[config.mk]
export PLATFORM = sky130hd
export DESIGN_NAME = p_s_converter_flat
export DESIGN_NICKNAME = d
export VERILOG_FILES = /design/src/rtl/p_s_converter_if.sv /design/src/rtl/p_s_converter.sv /design/src/flat_wrapper.sv
export SDC_FILE = /design/constraint.sdc
export NUM_CORES = 1
export LEC_CHECK = 0
export ABC_AREA = 1
export ABC_CLOCK_PERIOD_IN_PS = 12700
export CORE_AREA = 2 2 174 176
export CTS_CLUSTER_DIAMETER = 50
export DETAILED_ROUTE_END_ITERATION = 10
export DIE_AREA = 0 0 176 178
export GPL_TIMING_DRIVEN = 0
export PLACE_DENSITY_LB_ADDON = 0.3
export SKIP_LAST_GASP = 1
export SYNTH_ARGS = -nofsm -noshare
export SYNTH_HDL_FRONTEND = slang
export SYNTH_SLANG_ARGS = --single-unit
[constraint.sdc]
create_clock -name CK -period 12.7 [get_ports CK]
set_input_delay 2.54 -clock CK [delete_from_list [all_inputs] [get_ports CK]]
set_output_delay 2.54 -clock CK [all_outputs]
set_load 0.005 [all_outputs]
[src/rtl/p_s_converter_if.sv]
// Parallel-word handshake and serial output bundle for p_s_converter.
// The producer side uses the master modport; the converter uses the slave modport.
interface p_s_converter_if #(
    parameter int C_BITS_IN = 255
);
    logic [C_BITS_IN-1:0] DIN;
    logic                 DIN_VALID;
    logic                 DIN_READY;
    logic                 Q;
    logic                 FRAME;
    logic                 BUSY;

    modport master (
        output DIN,
        output DIN_VALID,
        input  DIN_READY,
        input  Q,
        input  FRAME,
        input  BUSY
    );

    modport slave (
        input  DIN,
        input  DIN_VALID,
        output DIN_READY,
        output Q,
        output FRAME,
        output BUSY
    );
endinterface

[src/rtl/p_s_converter.sv]
// Parallel-to-serial converter: accepts a C_BITS_IN-bit word on a valid/ready
// handshake and shifts it out MSB first on a registered serial line with FRAME/BUSY.
module p_s_converter #(
    parameter int C_BITS_IN = 255
) (
    input  logic            CK,
    input  logic            RST,
    p_s_converter_if.slave  bus
);

    localparam int                CNT_W    = $clog2(C_BITS_IN);
    localparam logic [CNT_W-1:0]  LAST_CNT = CNT_W'(C_BITS_IN - 1);

    typedef enum logic {
        IDLE  = 1'b0,
        SHIFT = 1'b1
    } state_t;

    state_t               state, state_nxt;
    logic [C_BITS_IN-1:0] shreg, shreg_nxt;
    logic [CNT_W-1:0]     cnt, cnt_nxt;
    logic                 q_r, q_nxt;
    logic                 frame_r, frame_nxt;
    logic                 busy_r, busy_nxt;
    logic                 last_bit;
    logic                 din_ready;
    logic                 accept;

    // Ready is also raised in the last bit cycle so consecutive words stream without a gap.
    assign last_bit  = (state == SHIFT) && (cnt == LAST_CNT);
    assign din_ready = (state == IDLE) || last_bit;
    assign accept    = din_ready && bus.DIN_VALID;

    always_ff @(posedge CK or posedge RST) begin
        if (RST) begin
            state   <= IDLE;
            shreg   <= '0;
            cnt     <= '0;
            q_r     <= 1'b0;
            frame_r <= 1'b0;
            busy_r  <= 1'b0;
        end else begin
            state   <= state_nxt;
            shreg   <= shreg_nxt;
            cnt     <= cnt_nxt;
            q_r     <= q_nxt;
            frame_r <= frame_nxt;
            busy_r  <= busy_nxt;
        end
    end

    // Q always presents the bit selected one edge earlier, so the MSB goes straight
    // from DIN to Q at acceptance and later bits come from shreg one position down.
    always_comb begin
        state_nxt = state;
        shreg_nxt = shreg;
        cnt_nxt   = cnt;
        q_nxt     = 1'b0;
        frame_nxt = 1'b0;
        busy_nxt  = 1'b0;
        if (accept) begin
            state_nxt = SHIFT;
            shreg_nxt = bus.DIN;
            cnt_nxt   = '0;
            q_nxt     = bus.DIN[C_BITS_IN-1];
            frame_nxt = 1'b1;
            busy_nxt  = 1'b1;
        end else begin
            case (state)
                IDLE: begin
                    state_nxt = IDLE;
                end
                SHIFT: begin
                    if (last_bit) begin
                        state_nxt = IDLE;
                        cnt_nxt   = '0;
                        shreg_nxt = '0;
                    end else begin
                        cnt_nxt   = cnt + CNT_W'(1);
                        shreg_nxt = shreg << 1;
                        q_nxt     = shreg[C_BITS_IN-2];
                        busy_nxt  = 1'b1;
                    end
                end
                default: begin
                    state_nxt = IDLE;
                end
            endcase
        end
    end

    assign bus.DIN_READY = din_ready;
    assign bus.Q         = q_r;
    assign bus.FRAME     = frame_r;
    assign bus.BUSY      = busy_r;

    frame_implies_busy: assert property (@(posedge CK) disable iff (RST) frame_r |-> busy_r);
    idle_line_low:      assert property (@(posedge CK) disable iff (RST) !busy_r |-> !q_r);

endmodule

[src/flat_wrapper.sv]
// flat-port wrapper written by rule: the top's interface ports become plain ports
module p_s_converter_flat 
#(
    parameter int C_BITS_IN = 255
)
  (CK, RST, bus_DIN, bus_DIN_VALID, bus_DIN_READY, bus_Q, bus_FRAME, bus_BUSY);
  p_s_converter_if #(.C_BITS_IN(C_BITS_IN)) bus_i ();
  input  logic CK;
  input  logic RST;
  input wire logic [$bits(bus_i.DIN)-1:0] bus_DIN;
  input wire logic [$bits(bus_i.DIN_VALID)-1:0] bus_DIN_VALID;
  output wire logic [$bits(bus_i.DIN_READY)-1:0] bus_DIN_READY;
  output wire logic [$bits(bus_i.Q)-1:0] bus_Q;
  output wire logic [$bits(bus_i.FRAME)-1:0] bus_FRAME;
  output wire logic [$bits(bus_i.BUSY)-1:0] bus_BUSY;
  assign bus_i.DIN = bus_DIN;
  assign bus_i.DIN_VALID = bus_DIN_VALID;
  assign bus_DIN_READY = bus_i.DIN_READY;
  assign bus_Q = bus_i.Q;
  assign bus_FRAME = bus_i.FRAME;
  assign bus_BUSY = bus_i.BUSY;
  p_s_converter #(.C_BITS_IN(C_BITS_IN)) u_core (.CK(CK), .RST(RST), .bus(bus_i));
endmodule
run_1/logic_types.png
Scale bar: 50 um.
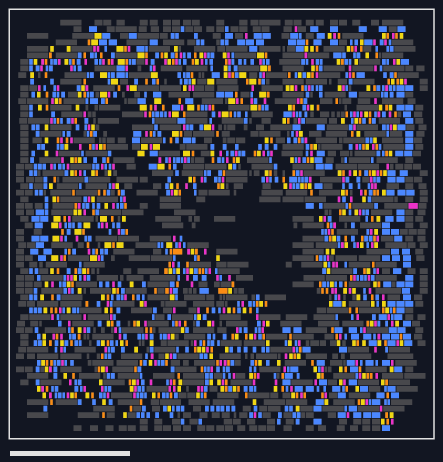
inverters: marked magenta, cells 267, most used clkinv_1, where widely spread. NOR gates: marked orange, cells 267, most used nor2_1, where widely spread. inverting AOI/OAI gates: marked yellow, cells 261, most used a21oi_1, where widely spread. NAND gates: marked blue, cells 781, most used nand3_1, where widely spread.
number of standard cells in the layout, taps in and fillers out: 2733
Comb/total area: 34.5%
leading cell type in the layout, fill and taps excluded: nand3_1

run_1/clk_routes.png
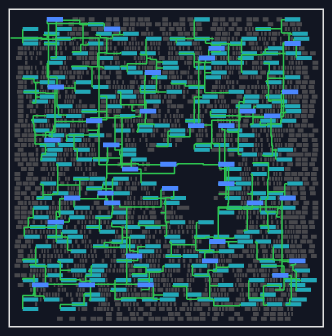
clock wires: marked green, length 3620 um. flip-flops: marked cyan, count 265. clock drivers: marked blue, count 35.
Position of the flops: widely spread.
worst skew pair latency: 0.49 ns
clock network power: 991 uW
clock group share of total power: 36.9%

run_1/congestion.png
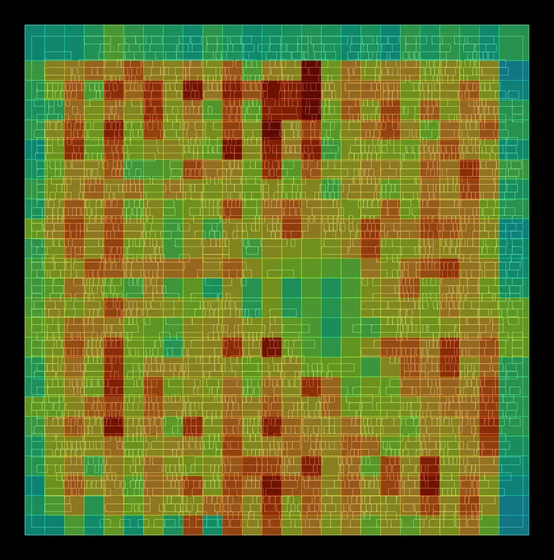
met2 Resource Use GR: 43.5%
global-route met3 utilization: 5.22%
busiest layer in global routing: met2
met1 track demand over resource in global routing: 33.7%
routed wirelength normalized by instance count: 15.0 um

==> results.txt, run 1 <==
Dominant cells by area after synthesis - dfrtp_1 42%, nand3_1 11%, nand3_2 10%, a21oi_1 6.9%, nand2_1 6.4%
Cell total in the yosys stat output - 2013
Cts hold-fix bufs - 0
Biggest fanout along the worst timing path - 10
Number of levels the H-tree was split into - 2
Post-synthesis cell count - 2013
Number of post-CTS setup repair buffers - 0
Top delay family on crit path - buffers and inverters
Detailed-route wire length - 40.9 mm
Total power per unit cell area - 134 nW/um^2
Part of the total power dissipated in sequential elements - 41.6%
Worst setup path class - flip-flop to output port
Die Ht - 178 um
Clock buffers created by TritonCTS - 35
Sequential element share of the synthesized area - 42.3%
Outcome - finished, final reports clean
Final Cycle Share - 38.3%
Post-synth net total - 2273
Chip area in the Yosys report - 15700 sq um
Required time of the critical path - 10.16 ns
Psw - 776 uW
Post-cts resize count - 0
Fin area - 20000 sq um
Worst supply voltage drop on vdd - 0.0865 mV
Number of hold-slack violations in the final timing report - 0
Clock transition at the registers of the reported paths - 0.05 ns
Total number of yosys warnings - 0
Number of violations reported at the end of detailed-routing iteration 0 - 933
Sinks on the clock net - 265
Vias per std cell - 5.21
Top FF cell, synth - dfrtp_1
Share of cells above drive strength 1 - 20.0%
Nets@finish - 2573
Async set-or-reset flop fraction in the synthesized netlist - 100%
Gate power share - 21.5%
Classification of the worst-slack hold path - flip-flop to flip-flop
Routed Antenna Nets - 0
Synthesized cell area - 15700 sq um
Hold slack final - 0.515 ns
Most used standard cell by instance count after synthesis - nand3_1
Number of placed I/O pins - 262
Number of iterations in the first detailed-routing pass - 5
Slowest CP cell - clkdlybuf4s50_1
Total of flip-flops plus latches after synthesis - 265
Design internal power - 1910 uW
First-pass GRT wire length - 66.2 mm
Critical path depth - 8
Setup repair after global routing missed its margin - false
Area leader, netlist - dfrtp_1
Initial antenna violation count - 7
Fill cell total of the finished layout - 2393
Max-cap violations - 0
Slew at the pin with the worst max-slew slack - 0.981 ns
Hold depth - 2
Number of buffers between clock root and the deepest sink - 3
Initial cell density of the core - 53.3%
Leak Pwr - 0.00964 uW
Arrival time of the worst setup path - 2.33 ns
Overall track demand over capacity in global routing - 25.9%
Via count of the first global-routing pass - 13.8k
Crit path launch type - flip-flop
Setup Viol. Count Final - 0
Final HPWL DP - 28.3 mm
Highest cell delay on the worst timing path - 0.53 ns
Post-DP Area - 18800 sq um
Worst slew slack as a fraction of its limit - 34.6%
Top area contributor share - 42.3%
Worst slack after detailed placement - 7.95 ns
Mean post-synth cell area - 7.78 sq um
Endpoint class of the critical path - output port
Most instantiated cells after synthesis - 347 x nand3_1, 269 x nand2_1, 265 x dfrtp_1, 263 x nor2_1, 216 x a21oi_1
Number of enable-type register cells in the synthesized netlist - 0
Area of the core - 29400 sq um
Fmax - 205 MHz
Number of vias after detailed routing - 14.2k
Critical path cell sequence - inv_1 -> ha_1 -> nand2_1 -> nor2_1 -> nand2_2 -> nand2_4 -> buf_2 -> clkdlybuf4s50_1
Quantity of I/O buffers inserted on ports - 261
Buffers & Inverters on Critical Path - 3
Clock Skew - 0.0156 ns
Overflow left after global routing - 0
Dpl cells - 2666
Area overhead of the layout relative to synthesis - 27.7%
Switching fraction of total power - 28.8%
Tally of unique sky130hd cells used after synthesis - 28
Pin count of the biggest net entering global routing - 111
Post-route setup slack - 7.83 ns
Cells on worst reg2reg path - 12
Detailed-route DRC error count - 0
Chip footprint - 31300 sq um
Final Max Slew Viols - 0
TritonCTS clock tree - done
Number of warning messages in the logs - 30
Routability cong. - 0.844
CTS root buf - clkbuf_16
Time the worst path needs with I/O delays and setup - 4.87 ns
Chip Width - 176 um
Row Count - 63
-- run 1: kinds of logic after synthesis --
family	after synthesis	synth area share, %
DFF	265	42.3
buffers and inverters	435	13.6
and+or+nand+nor	1049	34.5
adders and majority gates	2	0.160
AOI/OAI and AO/OA	261	9.32
xor gates and xnor gates	1	0.0559
-- run 1: stage by stage --
step                      power, uW  utilization, %  setup TNS, ns
after CTS                      2710            68.0              0
after floorplan                1520               -              0
after detailed placement       1710            64.0              0
after global routing           2840            68.0              0
final                          2690            68.0              0
after global placement         1670            63.8        -197.18
-- run 1: tightest hold or removal path, delay by kind of cell, from the launching register on --
family           cells  cell delay (ns)
AND/OR/NAND/NOR      1             0.05
AND-OR/OR-AND        1             0.08
flip-flops           1             0.34
-- run 1: path summary, 6_finish.rpt --
| path | from | endpoint | slack, ns |
|---|---|---|---|
| worst min-delay path | u_core.shreg[241]$_DFFE_PP0P_ | u_core.shreg[241]$_DFFE_PP0P_ | 0.52 |
| min in group asynchronous | RST | u_core.shreg[188]$_DFFE_PP0P_ | 2.54 |
| worst min register to register | u_core.shreg[241]$_DFFE_PP0P_ | u_core.shreg[241]$_DFFE_PP0P_ | 0.52 |
| worst max register to register | u_core.cnt[0]$_DFFE_PP0P_ | u_core.shreg[192]$_DFFE_PP0P_ | 10.78 |
| max in group asynchronous | RST | u_core.shreg[63]$_DFFE_PP0P_ | 8.86 |
| worst max-delay path | u_core.cnt[0]$_DFFE_PP0P_ | bus_DIN_READY | 7.83 |
-- run 1: metal layers --
layer  GRT usage (%)  part of all wire, %
met3            5.22                  6.5
met2            43.5                   47
met1            33.7                   43
met5               0                 0.12
met4            8.61                  2.9
-- run 1: sequential cells by signal, summed over array words and instances, names as in the netlist --
register	flops
u_core.bus.BUSY	1
u_core.bus.FRAME	1
u_core.bus.Q	1
u_core.cnt	8
u_core.shreg	254
-- run 1: power groups by stage --
stage          Sequential, uW  Clock [uW]  Combinational (uW)
2_1_floorplan            1110           0                 412
3_3_place_gp             1120           0                 550
3_5_place_dp             1130           0                 578
4_1_cts                  1120        1010                 583
5_1_grt                  1140        1040                 661
6_report                 1120         991                 579
-- run 1: placed cells by master, fill, tap and decap left out, types with 10 or more instances in the layout --
master,count
nor2_1,263
dfrtp_1,265
clkbuf_1,57
inv_1,44
nand3_2,160
clkdlybuf4s50_1,261
buf_6,34
clkinv_1,120
buf_8,10
a21oi_2,40
buf_1,15
nand3_1,347
a21oi_1,216
buf_2,47
inv_2,102
buf_4,11
nand2_1,269
clkbuf_16,37
-- run 1: final cells by class --
class                   instances  area (sq um)  area share (%)
diodes                          5          12.5          0.0625
plain buffers                 168          1130            5.65
clock buffers                  46           970            4.85
clock inverters                16           194           0.969
inverters                     267          1010            5.05
multi-input cells            1313          6900            34.5
flip-flops and latches        265          6630            33.1
well taps                     390           488            2.44
repair buffers                263          2670            13.3
==> run 2: changes to the inputs <==
--- a/config.mk
+++ b/config.mk
@@ -6,7 +6,7 @@
 export NUM_CORES = 1
 export LEC_CHECK = 0
 export ABC_AREA = 1
-export ABC_CLOCK_PERIOD_IN_PS = 12700
+export ABC_CLOCK_PERIOD_IN_PS = 4900
 export CORE_AREA = 2 2 174 176
 export CTS_CLUSTER_DIAMETER = 50
 export DETAILED_ROUTE_END_ITERATION = 10
==> constraint.sdc (replaced) <==
create_clock -name CK -period 4.9 [get_ports CK]
set_input_delay 0.98 -clock CK [delete_from_list [all_inputs] [get_ports CK]]
set_output_delay 0.98 -clock CK [all_outputs]
set_load 0.005 [all_outputs]
run_2/clk_routes.png
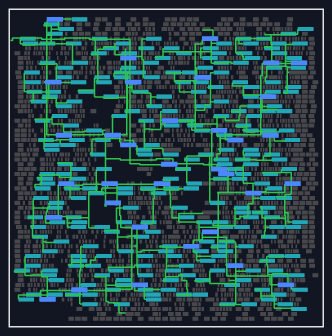
clock drivers: marked blue, count 34. clock wires: marked green, length 3570 um. flip-flops: marked cyan, count 265.
There are 35 routed clock nets. Position of the flops: widely spread.
clock group share of total power: 37.2%
clock network power: 2620 uW
Clock Skew: 0.0167 ns

run_2/logic_types.png
Scale bar: 50 um.
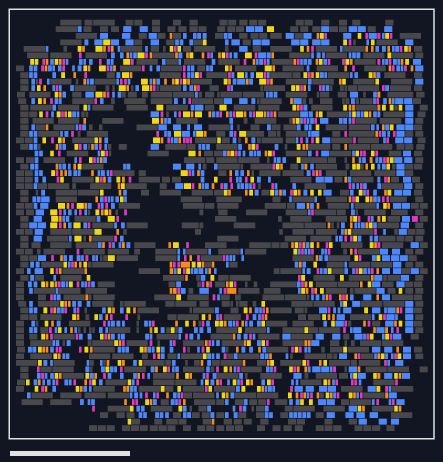
NAND gates: marked blue, cells 781, most used nand3_1, where widely spread. NOR gates: marked orange, cells 267, most used nor2_1, where widely spread. inverters: marked magenta, cells 267, most used clkinv_1, where widely spread. inverting AOI/OAI gates: marked yellow, cells 261, most used a21oi_1, where widely spread.
Comb/total area: 34.3%
number of standard cells in the layout, taps in and fillers out: 2737

==> run 2 against run 1 <==
Effect of this change:
- first-iteration DRC count grew 26%
- area after synthesis unchanged
- synthesized cell count is the same
- register-to-register slack worse by 7.8 ns
- clock power rose to 2.6 times the previous value
- routed wire length increased by 0.49%
- non-clock buffer count increased by 5
- largest cell class unchanged
==> results.txt, run 2 <==
Overall track demand over capacity in global routing - 26.2% (+0.29 points)
First-pass GRT wire length - 66.9 mm (+1.0%)
Final Cycle Share - 68.5%
Number of flip-flops in the largest register - 254 (unchanged)
Setup TNS Final - 0 ns (unchanged)
Post-cts resize count - 0 (unchanged)
Detailed-route DRC error count - 0 (unchanged)
Required time of the critical path - 3.92 ns (-6.24 ns)
Endpoint class of the critical path - output port
Largest registers - u_core.shreg: 254 flops, u_core.cnt: 8 flops
Final HPWL DP - 28.6 mm (+1.3%)
Vias per std cell - 5.27 (+1.2%)
CTS root buf - clkbuf_16
Initial cell density of the core - 53.3% (unchanged)
Leading cell type in the layout, fill and taps excluded - nand3_1
Biggest fanout along the worst timing path - 10 (unchanged)
Most used standard cell by instance count after synthesis - nand3_1
Outcome - finished, final reports clean
Hold EP - u_core.bus.Q$_DFF_PP0_
Top area contributor share - 42.3% (unchanged)
Post-synthesis cell count - 2013 (unchanged)
Row Count - 63 (unchanged)
Sequential element share of the synthesized area - 42.3% (unchanged)
Routed wirelength normalized by instance count - 15.0 um (+0.35%)
Critical path cell sequence - inv_1 -> ha_1 -> nand2_1 -> nor2_1 -> nand2_2 -> nand2_4 -> buf_2 -> clkdlybuf4s50_1
Worst skew pair latency - 0.49 ns (about the same)
Clock transition at the registers of the reported paths - 0.06 ns (about the same)
Slew at the pin with the worst max-slew slack - 0.830 ns (-0.151 ns)
Most instantiated cells after synthesis - 347 x nand3_1, 269 x nand2_1, 265 x dfrtp_1, 263 x nor2_1, 216 x a21oi_1
Top FF cell, synth - dfrtp_1
Detailed-route wire length - 41.1 mm (+0.49%)
Sinks on the clock net - 265 (unchanged)
Total number of yosys warnings - 0 (unchanged)
Area of the core - 29400 sq um (unchanged)
Number of placed I/O pins - 262 (unchanged)
Most common logic cells in the final layout - 347 x nand3_1, 269 x nand2_1, 265 x dfrtp_1
Terminus of the critical flop-to-flop path - u_core.shreg[89]$_DFFE_PP0P_
Initial antenna violation count - 6 (-1)
Hold depth - 2 (unchanged)
Time the worst path needs with I/O delays and setup - 3.35 ns
Tally of unique sky130hd cells used after synthesis - 28 (unchanged)
Number of vias after detailed routing - 14.4k (+1.4%)
Startpoint of the worst-slack reg-to-reg timing path - u_core.cnt[0]$_DFFE_PP0P_
Chip area in the Yosys report - 15700 sq um (unchanged)
Synthesized cell area - 15700 sq um (unchanged)
Routed Antenna Nets - 0 (unchanged)
Chip Width - 176 um (unchanged)
Top delay family on crit path - buffers and inverters
Total power per unit cell area - 349 nW/um^2 (+160%)
Cts hold-fix bufs - 0 (unchanged)
Cell total in the yosys stat output - 2013 (unchanged)
Number of violations reported at the end of detailed-routing iteration 0 - 1172 (+26%)
Buffers & Inverters on Critical Path - 3 (unchanged)
Final Max Slew Viols - 0 (unchanged)
Mean post-synth cell area - 7.78 sq um (unchanged)
Worst supply voltage drop on vdd - 0.234 mV (+170%)
Fmax - 298 MHz
Area overhead of the layout relative to synthesis - 28.4%
Pin count of the biggest net entering global routing - 42 (-62%)
Setup Viol. Count Final - 0 (unchanged)
Number of buffers between clock root and the deepest sink - 3 (unchanged)
Slowest CP cell - clkdlybuf4s50_1
Number of hold-slack violations in the final timing report - 0 (unchanged)
Largest Register - u_core.shreg
Dominant cells by area after synthesis - dfrtp_1 42%, nand3_1 11%, nand3_2 10%, a21oi_1 6.9%, nand2_1 6.4%
Worst R2R Setup Slack - 3.00 ns (-7.78 ns)
Area leader, netlist - dfrtp_1
Classification of the worst-slack hold path - flip-flop to flip-flop
Max-cap violations - 0 (unchanged)
Number of enable-type register cells in the synthesized netlist - 0 (unchanged)
Number of warning messages in the logs - 27 (-10%)
Clock buffers created by TritonCTS - 34 (-2.9%)
Total of flip-flops plus latches after synthesis - 265 (unchanged)
Number of levels the H-tree was split into - 2 (unchanged)
Startpoint of the lowest-slack hold path - u_core.shreg[253]$_DFFE_PP0P_
Number of post-CTS setup repair buffers - 0 (unchanged)
Leak Pwr - 0.00969 uW (+0.52%)
TritonCTS clock tree - done
Highest cell delay on the worst timing path - 0.57 ns (+0.04 ns)
Quantity of I/O buffers inserted on ports - 261 (unchanged)
Routability cong. - 0.845 (+0.14%)
Dpl cells - 2671 (+0.19%)
## run 2: cell counts after synthesis
Identical to the previous run, type by type.
## run 2: through the flow
step	hold WS, ns	cell area, sq um	total power, uW	worst slack [ns]
floorplan	0.449	15700	3930	0.422
global placement	0.499	18800	4330	-1.66
detailed placement	0.504	18900	4430	1.67
CTS	0.514	20100	7060	1.54
global route	0.533	20100	7430	1.40
finish	0.506	20100	7030	1.55
## run 2: cell type report
cell class                 instances  area (sq um)
antenna                            6          15.0
buffer                           168          1130
clock buffer                      47           981
clock inverter                    13           203
fill                            2409          9290
inverter                         267          1010
multi-input combinational       1313          6900
sequential                       265          6630
tap                              390           488
timing repair buffer             268          2750
## run 2: power by group
| group | internal, uW | leakage [uW] | switching (uW) | total, uW |
|---|---|---|---|---|
| Combinational | 723 | 0.00581 | 785 | 1510 |
| Sequential | 2640 | 0.00330 | 265 | 2900 |
| Clock | 1670 | 0.000577 | 951 | 2620 |
| Total | 5020 | 0.00969 | 2000 | 7030 |
## run 2: worst max path at each step
stage	start	end	slack (ns)	cells past startpoint
6_report	u_core.cnt[0]$_DFFE_PP0P_	bus_DIN_READY	1.55	8
3_5_place_dp	bus_DIN_VALID	u_core.shreg[58]$_DFFE_PP0P_	1.67	5
4_1_cts	u_core.cnt[0]$_DFFE_PP0P_	bus_DIN_READY	1.54	8
5_1_grt	u_core.cnt[0]$_DFFE_PP0P_	bus_DIN_READY	1.40	8
2_1_floorplan	RST	u_core.bus.BUSY$_DFF_PP0_	0.42	1
3_3_place_gp	RST	u_core.shreg[36]$_DFFE_PP0P_	-1.66	2
## run 2: worst register-to-register path, stage by stage, from the launching register on
cell and delay (ns):
dfrtp_1 0.37, inv_1 0.08, ha_1 0.20, nand2_1 0.06, nor2_1 0.04, nand2_2 0.10
buf_6 0.18, clkbuf_1 0.39, nand3_1 0.14, nand2_1 0.09, inv_1 0.05, a21oi_1 0.12
## run 2: logic make-up (layout without fill, tap and decap cells)
group           count (synthesis)  count (layout)  share of synthesized area, %
compound gates                261             261                          9.32
other cells                     0               6                             0
fa+ha+maj                       2               2                         0.160
flops                         265             265                          42.3
simple gates                 1049            1049                          34.5
buf+inv                       435             763                          13.6
xor+xnor                        1               1                        0.0559
## run 2: metal layers
layer	share of wire [%]	GRT usage, %	up-vias	wire, um
li1	-	-	7069	-
met1	43	34.7	6806	17700
met2	48	44.3	462	19800
met3	5.4	3.50	95	2220
met4	3.2	9.30	4	1310
met5	0.073	0	-	30
Power and IR drop assume default switching activity.
